==> config.mk <==
export PLATFORM = sky130hd
export DESIGN_NAME = iz_neuron_scheduler_flat
export DESIGN_NICKNAME = d
export VERILOG_FILES = /design/src/rtl/iz_neuron_scheduler_if.sv /design/src/rtl/iz_neuron_scheduler.sv /design/src/flat_wrapper.sv
export SDC_FILE = /design/constraint.sdc
export NUM_CORES = 1
export LEC_CHECK = 0
export CORE_AREA = 2 2 139 141
export DETAILED_ROUTE_END_ITERATION = 12
export DIE_AREA = 0 0 141 143
export PLACE_DENSITY = 0.48
export REMOVE_ABC_BUFFERS = 1
export SYNTH_ARGS = -nofsm -noshare
export SYNTH_HDL_FRONTEND = slang
export SYNTH_SLANG_ARGS = --single-unit
==> constraint.sdc <==
create_clock -name clk -period 4.28 [get_ports clk]
set_input_delay 0.428 -clock clk [delete_from_list [all_inputs] [get_ports clk]]
set_output_delay 0.428 -clock clk [all_outputs]
set_load 0.02 [all_outputs]
### The metal 1 layer, run 1

The bar under the picture is 50 um long. Supply wires on this layer in grey.
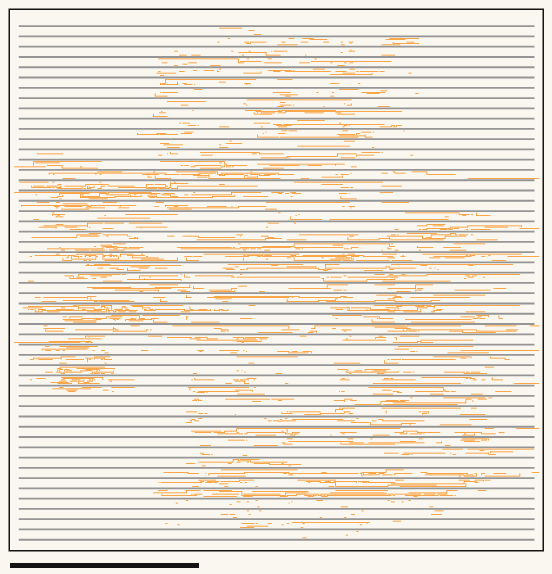
- share of all routed wire: 44%
- wire length on this layer: 5690 um
- main direction: horizontal
- longest straight run: 43.2 um
- nets with wire on the layer: 452
total routed wirelength: 12.94 mm
DR vias: 3388

### M2 wires, run 1

The bar under the picture is 50 um long.
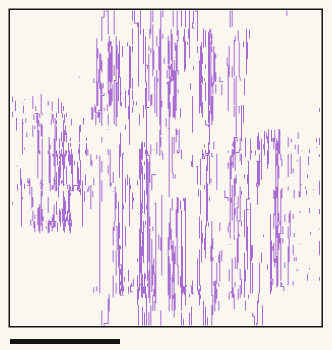
- wire length on this layer: 6250 um
- main direction: vertical
grt met2 use: 0.2110

### Signal wires on met3, run 1

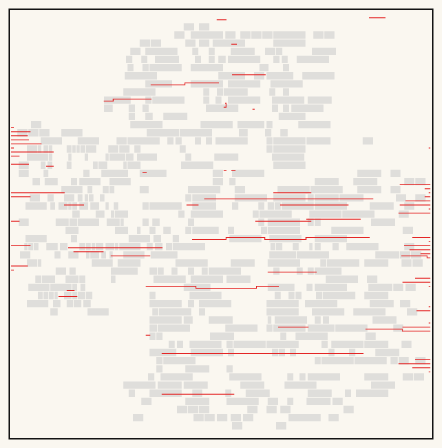
- wire length on this layer: 730 um
- share of all routed wire: 5.6%
- longest straight run: 67.2 um
- main direction: horizontal
grt met3 use: 0.03924

==> results.txt, run 1 <==
fresh numbers from the pnr run: top cells by area edfxtp_1 52%, mux4_2 16%, and2_1 11%, Hold Path Class register to register, family with the most delay on the worst path flip-flops, synthesized area per cell 14.71 um^2, Tot GR Track Use 0.1362, Hold Buf Count CTS 0, number of antenna-violating nets in the routed design 0, Routed wire per std cell 18.35 um, Worst path slowest cell dfxtp_2, IO Count 82, R2R depth 4, Lkg Pwr 2.516 nW, Critical Path Sink Type primary output, Critical Path RT 3.85 ns, CP arrival 2.59 ns, # Cells Yosys 377, list of most frequent post-synthesis cells 96 x and2_1, 96 x edfxtp_1, 40 x mux4_2, Top cell area share 0.5199, max-cap violation count 0, fmax 0.3308 GHz, design area 7114 um^2, cell breakdown of the critical path mux4_2 > clkdlybuf4s50_1, DP HPWL 8.597 mm, FFs w/ async S/R, synth 0, Die Width 141 um, Fin Setup TNS 0 ns, area delta synth->final 28.29%, via density per instance 4.806, H-tree levels 4, cell area after synthesis 5545 um^2, register-to-register setup slack 1.73 ns, main flop type after synthesis edfxtp_1, Hold Path Stages 2, final setup violating endpoints 0, DRC 0, area of placed instances 6581 um^2, Mapped Cells 377, most frequent cells in the layout 96 x and2_1, 96 x edfxtp_1, 81 x clkdlybuf4s50_1, first-pass GRT wire length 20.18 mm, fin nets 498, Yosys warnings 0, Initial Util 0.2985, clk_skew 0.007661 ns, drt first-iter violations 272, Detailed Routing Iterations Pass 1 4, largest net degree at the start of global routing 27, Core ar. 18580 um^2, die span in y 143 um, Worst-path clk slew 0.06 ns, Crit path largest cell delay 0.97 ns, GPL Wtd Cong 0.7495, root buffer cell clkbuf_16, Cell Type Count 37, final hold viol count 0, EDFF count, synth 96, grt ovf 0, period utilisation layout 0.7063, critical path depth 2, Setup Fix Bufs, Post-CTS 0, synthesis-stage register bit count 115, fillers 1751, crit path kind register to primary output, Max clock buf depth 2, Num CTS Buffers 17, post-CTS sizing 0, status completed, Final Max Tran Viols 0, CTS tree done, die area 20160 um^2, Worst VDD drop 0.2617 mV, Worst slew margin 0.3347, Startpoint Class register, Rows 50, Buffers & Inverters on Critical Path 1, yosys synthesis chip area 5545 um^2, number of antenna violations at the first check in global routing 0, Tightest Pin Transition 0.9980 ns, crit-path max FO 24, tool warning count 29, Cell Pwr Density 405.5 nW/um^2, TritonCTS Sinks 115, Period minus WS final 3.023 ns, share of layout cells above drive strength 1 0.1890, number of global-route vias before repair 3466, I/O Buffers 81, diode count 0, post-synth top area cell edfxtp_1, unrepaired setup endpoints after global routing false, register share after synthesis 0.5884, Insertion Delay late pin 0.41 ns
-- run 1: power by group --
part / internal [W] / total [W] / leakage [nW] / switching, W
Clock: 0.000740 / 0.00126 / 0.248 / 0.000521
Combinational: 0.000164 / 0.000320 / 1.12 / 0.000156
Sequential: 0.00127 / 0.00130 / 1.15 / 0.0000382
-- run 1: stage by stage --
step | power (W) | hold slack [ns] | util | setup slack [ns] | std cells
2_1_floorplan | 0.001477 | 0.4379 | - | 1.999 | 350
4_1_cts | 0.002924 | 0.4670 | 0.3829 | 1.142 | 705
6_report | 0.002885 | 0.4599 | 0.3829 | 1.257 | 705
5_1_grt | 0.002997 | 0.4903 | 0.3829 | 1.077 | 705
3_5_place_dp | 0.001652 | 0.4561 | 0.3542 | 1.316 | 673
3_3_place_gp | 0.001647 | 0.4528 | 0.3542 | 1.335 | 673
-- run 1: area by class of cell --
type                            instances  area, um^2  share of cell area
Multi-Input combinational cell        223        2108              0.2963
Inverter                               12       45.04            0.006331
Clock inverter                         15       107.6             0.01512
Sequential cell                       115        3264              0.4588
Tap cell                              234       292.8             0.04115
Timing Repair Buffer                   89       870.8              0.1224
Clock buffer                           17       425.4             0.05980
-- run 1: per-layer routing --
metal | vias to the layer above | routed length [um] | share of wire | track usage
met3 | 15 | 729 | 0.056 | 0.03924
met5 | - | 0 | 0 | 0
li1 | 1583 | - | - | -
met1 | 1693 | 5686 | 0.44 | 0.1808
met4 | 0 | 269 | 0.021 | 0.05474
met2 | 97 | 6252 | 0.48 | 0.2110
-- run 1: logic make-up after synthesis --
| family | synth area share |
|---|---|
| buffers and inverters | 0.03136 |
| and+or+nand+nor | 0.1652 |
| muxes | 0.1625 |
| DFF | 0.5884 |
| AOI/OAI and AO/OA | 0.03903 |
| adders and majority gates | 0.01354 |
==> run 1 -> run 2 <==
Clock period 4.28 ns to 3.1 ns, I/O delays scaled along.
### M2 wires, run 2

The bar under the picture is 50 um long.
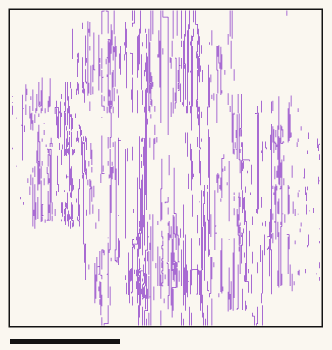
- share of all routed wire: 49%
- main direction: vertical
- nets with wire on the layer: 435
- wire length on this layer: 6480 um
- longest straight run: 55.1 um
grt met2 use: 0.2257
total routed wirelength: 13.27 mm
DR vias: 3411

==> results.txt, run 2 <==
fresh numbers from the pnr run: status completed, Insertion Delay late pin 0.42 ns (about the same), Detailed Routing Iterations Pass 1 4 (unchanged), number of antenna violations at the first check in global routing 0 (unchanged), diode count 0 (unchanged), Worst-path clk slew 0.05 ns (about the same), clk_skew 0.008530 ns (+0.0008691 ns), grt ovf 0 (unchanged), Routed wire per std cell 18.63 um (+1.5%), synthesis-stage register bit count 115 (unchanged), area delta synth->final 30.44%, DRC 0 (unchanged), Die Width 141 um (unchanged), Cell Pwr Density 587.1 nW/um^2 (+45%), Startpoint Class register, # Cells Yosys 377 (unchanged), Rows 50 (unchanged), yosys synthesis chip area 5545 um^2 (unchanged), fmax 0.3700 GHz, register area 3264 um^2 (unchanged), Initial Util 0.2985 (unchanged), crit path kind register to primary output, drt first-iter violations 174 (-36%), fillers 1704 (-2.7%), Hold Buf Count CTS 0 (unchanged), H-tree levels 4 (unchanged), Cell Type Count 37 (unchanged), Worst slew margin 0.5478 (+0.2131), Worst path slowest cell dfxtp_2, CTS tree done, Tot GR Track Use 0.1407 (+0.004574), fin nets 505 (+1.4%), final setup violating endpoints 0 (unchanged), TritonCTS Sinks 115 (unchanged), Hold Path Class register to register, top cells by area edfxtp_1 52%, mux4_2 16%, and2_1 11%, CP arrival 2.39 ns (-0.20 ns), register share after synthesis 0.5884 (unchanged), Fin Setup TNS 0 ns (unchanged), Critical Path RT 2.79 ns (-1.06 ns), IO Count 82 (unchanged), cell area after synthesis 5545 um^2 (unchanged), Setup Fix Bufs, Post-CTS 0 (unchanged), post-CTS sizing 0 (unchanged), post-synth top area cell edfxtp_1, Core ar. 18580 um^2 (unchanged), utilization after layout 0.3893 (+0.006397), Period minus WS final 2.703 ns, share of layout cells above drive strength 1 0.1946 (+0.005601), EDFF count, synth 96 (unchanged), die area 20160 um^2 (unchanged), list of most frequent post-synthesis cells 96 x and2_1, 96 x edfxtp_1, 40 x mux4_2, worst hold margin 0.4632 ns (+0.003295 ns), number of antenna-violating nets in the routed design 0 (unchanged), via density per instance 4.791 (-0.31%), Final Max Tran Viols 0 (unchanged), crit-path max FO 11 (-54%), final hold viol count 0 (unchanged), synthesized area per cell 14.71 um^2 (unchanged), Worst VDD drop 0.3527 mV (+35%), FFs w/ async S/R, synth 0 (unchanged), Mapped Cells 377 (unchanged), first-pass GRT wire length 20.86 mm (+3.3%), Num CTS Buffers 17 (unchanged), largest net degree at the start of global routing 20 (-26%), Critical Path Sink Type primary output, period utilisation layout 0.8719, Max clock buf depth 2 (unchanged), Crit path largest cell delay 0.59 ns (-0.38 ns), Yosys warnings 0 (unchanged), unrepaired setup endpoints after global routing false, tool warning count 29 (unchanged), max-cap violation count 0 (unchanged), Lkg Pwr 2.593 nW (+3.0%), most frequent cells in the layout 96 x and2_1, 96 x edfxtp_1, 81 x clkdlybuf4s50_1, I/O Buffers 81 (unchanged), main flop type after synthesis edfxtp_1, die span in y 143 um (unchanged), register-to-register setup slack 0.85 ns (-0.88 ns), Logic cell area 2108 um^2 (unchanged), GPL Wtd Cong 0.7603 (+1.4%), number of global-route vias before repair 3655 (+5.5%), R2R depth 3 (-1), Hold Path Stages 2 (unchanged), Tightest Pin Transition 0.6774 ns (-0.3207 ns), cell breakdown of the critical path buf_4 > mux4_2 > clkdlybuf4s50_1, DP HPWL 8.774 mm (+2.1%), Top cell area share 0.5199 (unchanged), root buffer cell clkbuf_16
run 2: netlist changes by cell type in the layout (fill, tap and decap cells not counted), sizes merged:
cell,before,now
clkinvlp,5,2
bufinv,0,4
clkbuf,17,20
inv,17,12
clkinv,5,6
buf,8,15
run 2: stage by stage:
| stage | instances | total power, W | setup slack [ns] | area (um^2) |
|---|---|---|---|---|
| after CTS | 712 | 0.004291 | 0.3161 | 7233 |
| after detailed placement | 680 | 0.002286 | 0.5312 | 6634 |
| final | 712 | 0.004246 | 0.3972 | 7233 |
| after global routing | 712 | 0.004396 | 0.2424 | 7233 |
| after floorplan | 350 | 0.002040 | 0.9371 | 5416 |
| after global placement | 680 | 0.002282 | 0.5201 | 6634 |
run 2: report_power, final:
part / switching [W] / internal, W
Sequential: 0.0000470 / 0.00175
Clock: 0.000670 / 0.00133
Combinational: 0.000221 / 0.000231
Total: 0.000938 / 0.00331
run 2: logic make-up after synthesis:
group	synth area share
adder cells (fa/ha/maj)	0.01354
buffers and inverters	0.03136
AND/OR/NAND/NOR	0.1652
AND-OR/OR-AND	0.03903
flip-flops	0.5884
multiplexers	0.1625
run 2: final cells by class:
class                   count  share of cell area
clock buffers              20             0.06037
clock inverters            12             0.02249
inverters                  12            0.006227
multi-input cells         223              0.2915
flip-flops and latches    115              0.4513
well taps                 234             0.04048
repair buffers             96              0.1277
run 2: layer usage:
metal  wire, um  global-route usage  vias to the layer above
met3        564             0.04359                       16
met4        216             0.05684                        0
met1       6010              0.1785                     1724
li1           -                   -                     1595
met2       6476              0.2257                       76
met5          0                   0                        -
run 2: worst max-delay path, delay by kind of cell, from the launching register on:
family                 cells  cell delay (ns)
DFF                        1             0.59
muxes                      1             0.53
buffers and inverters      2             0.85
No activity file was given, so power comes from the tool's default toggle rates.
